Fig. 1: metal layers overlaid
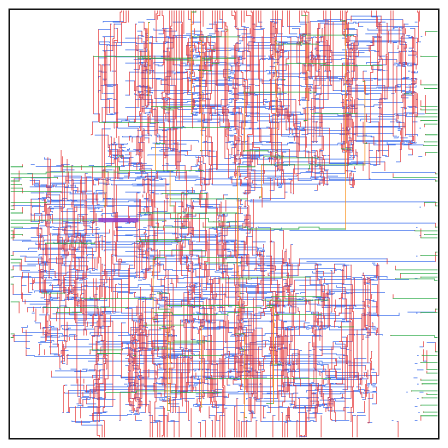
Fig. 2: placement view
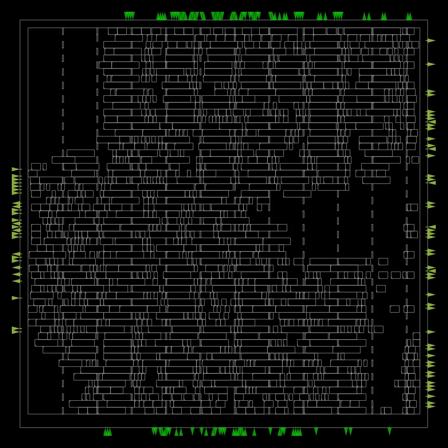
Fig. 3: routed clock nets over the placement
Scale bar: 50 µm.
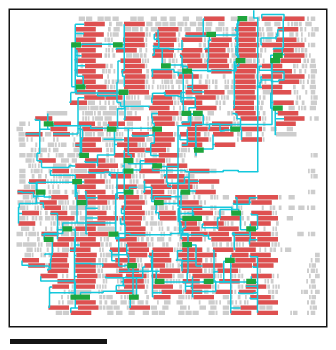
==> config.mk <==
export PLATFORM = sky130hd
export DESIGN_NAME = network_interface_flat
export DESIGN_NICKNAME = d
export VERILOG_FILES = /design/src/rtl/network_interface_if.sv /design/src/rtl/network_interface.sv /design/src/flat_wrapper.sv
export SDC_FILE = /design/constraint.sdc
export NUM_CORES = 1
export LEC_CHECK = 0
export ABC_AREA = 1
export ABC_CLOCK_PERIOD_IN_PS = 7080
export CAP_MARGIN = 15
export CELL_PAD_IN_SITES_DETAIL_PLACEMENT = 0
export CELL_PAD_IN_SITES_GLOBAL_PLACEMENT = 1
export CORE_MARGIN = 3
export CORE_UTILIZATION = 49
export CTS_BUF_LIST = sky130_fd_sc_hd__clkbuf_4 sky130_fd_sc_hd__clkbuf_8
export DETAILED_ROUTE_END_ITERATION = 7
export GPL_TIMING_DRIVEN = 0
export PLACE_DENSITY = 0.95
export SYNTH_ARGS = -nofsm -noshare
export SYNTH_HDL_FRONTEND = slang
export SYNTH_SLANG_ARGS = --single-unit
==> constraint.sdc <==
create_clock -name clk -period 7.08 [get_ports clk]
set_input_delay 1.416 -clock clk [delete_from_list [all_inputs] [get_ports clk]]
set_output_delay 1.416 -clock clk [all_outputs]
set_load 0.02 [all_outputs]
==> results.py <==
# Metrics from the implementation run
metrics = {
    "status": {
        "outcome": "finished, final reports clean",
    },
    "floorplan": {
        "fp_util_pct": 49.9,
        "fp-row-count": 57,
        "die_area_mm2": 0.0268,
    },
    "logic_synthesis": {
        "ys_ff": 293,
        "syn_inst": 1060,
        "yosysSeqAreaShare_pct": 70.1,
        "yosys_cells": 1060,
        "synthDistinctLibCells": 30,
        "yosysTopAreaCell": "edfxtp_1",
    },
    "power_and_ir_drop": {
        "power_leakage_nw": 5.99,
        "pwr_density_cell_mw_per_mm2": 486,
        "vdd_drop_max_uv": 286,
    },
    "global_routing": {
        "grt_overflow": 0,
        "antenna_found_initial": 1,
        "grt_pass1_vias": 7974,
    },
    "cells_and_area": {
        "drive_gt1_share_pct": 13.4,
        "largest_register_ffs": 128,
        "syn_to_final_growth_pct": 25.2,
        "fin_area_mm2": 0.0152,
        "final_core_utilization_pct": 62.5,
        "n_antenna_cell": 0,
        "fillers": 1886,
    },
    "cts": {
        "path_clk_slew_ns": 0.06,
        "cts_setup_buffers": 0,
        "htree_levels": 2,
        "tritoncts": "done",
        "clockBufferDepth": 3,
        "clock_latency_ns": 0.54,
        "ctsResizeCount": 0,
        "hold_buffers": 0,
        "clkSinkCount": 293,
    },
    "timing": {
        "setup_slack_ns": 3.12,
        "finalSetupViolCount": 0,
        "max_slew.worst_pin.slew_ns": 0.982,
        "rsz0062_at_grt": "false",
    },
    "worst_setup_path": {
        "worstPathMaxFanout": 10,
        "cp_slowest_cell": "clkdlybuf4s50_1",
        "cp.arrival_ns": 2.55,
        "path_cells": "inv_2 -> buf_2 -> clkbuf_2 -> o21ai_1 -> a21oi_1 -> clkdlybuf4s50_1",
        "crit_required_ns": 5.66,
    },
    "detailed_routing": {
        "drt_first_pass_iters": 5,
        "vias": 8094,
    },
    "place": {
        "port_buffers": 138,
        "dp_hpwl_mm": 17.6,
        "pre_cts_ws_ns": 2.86,
    },
    "run": {
        "cap_violations": 0,
    },
}
Back to the opening pictures, Fig. 1:
| colour | layer | wire length |
|---|---|---|
| orange | metal 4 | 642 µm |
| purple | metal 5 | 13.8 µm |
| blue | metal 1 | 11,200 µm |
| red | metal 2 | 13,600 µm |
| green | metal 3 | 1,700 µm |
Total GRT Usage: 20.1%
drt total wl: 27.2 mm

Back to the opening pictures, Fig. 2:
seq_cells: 293
Final Non-Filler Cells: 1,640
Placeable Area: 0.0244 mm²
register share of the cell area: 56.0%

Back to the opening pictures, Fig. 3:
[cyan] clock wires | length: 3,170 µm
[red] flip-flops | count: 293
[green] clock drivers | count: 45
routed clock nets: 46
clock group share of total power: 20.1%
Clk. pwr: 1.49 mW

==> Yosys cell counts (all sizes together) <==
library cell,instances
dfstp,1
xnor2,5
buf,70
a21boi,2
conb,1
o22ai,1
fa,3
a22oi,1
o21bai,1
clkbuf,11
nor2,266
edfxtp,240
nand3,7
nand2,129
inv,53
nand4,3
o21ai,127
xor2,8
a21oi,63
ha,16
dfrtp,52
==> area by class of cell <==
cell class	instances	area, µm²	area share, %
well taps	324	405	2.66
clock buffers	56	727	4.77
flip-flops and latches	293	8530	56.0
clock inverters	25	249	1.63
plain buffers	81	532	3.49
inverters	53	199	1.30
repair buffers	144	1520	9.94
multi-input cells	664	3090	20.2
==> layer usage <==
layer	vias to the layer above	part of all wire [%]	wire [µm]	track usage (%)
met4	2	2.4	641	6.50
met2	256	50	13600	34.0
met1	3817	41	11200	26.5
li1	3973	-	-	-
met5	-	0.048	13	0
met3	46	6.3	1700	3.80
==> per-stage QoR <==
stage / hold slack, ns / total power [mW]
floorplan: 0.446 / 4.60
global placement: 0.461 / 5.81
detailed placement: 0.461 / 5.97
CTS: 0.480 / 7.47
global route: 0.521 / 7.88
finish: 0.479 / 7.41
==> worst max-delay path: cells and delay by family, from the launching register on <==
kind	cells	cell delay, ns
buf+inv	4	1.23
flops	1	0.40
compound gates	2	0.39
==> logic make-up after synthesis <==
logic type	Yosys count	synth area share, %
other cells	1	0.0308
xor+xnor	13	0.935
compound gates	195	8.14
fa+ha+maj	19	2.14
buf+inv	134	6.00
simple gates	405	12.7
flops	293	70.1
==> power by group <==
part           total, mW  leakage, nW  switching, mW  internal (mW)
Combinational       3.15         2.62           1.91           1.24
Clock               1.49        0.516          0.624          0.863
Sequential          2.77         2.85          0.242           2.53
No activity file was given, so power comes from the tool's default toggle rates.
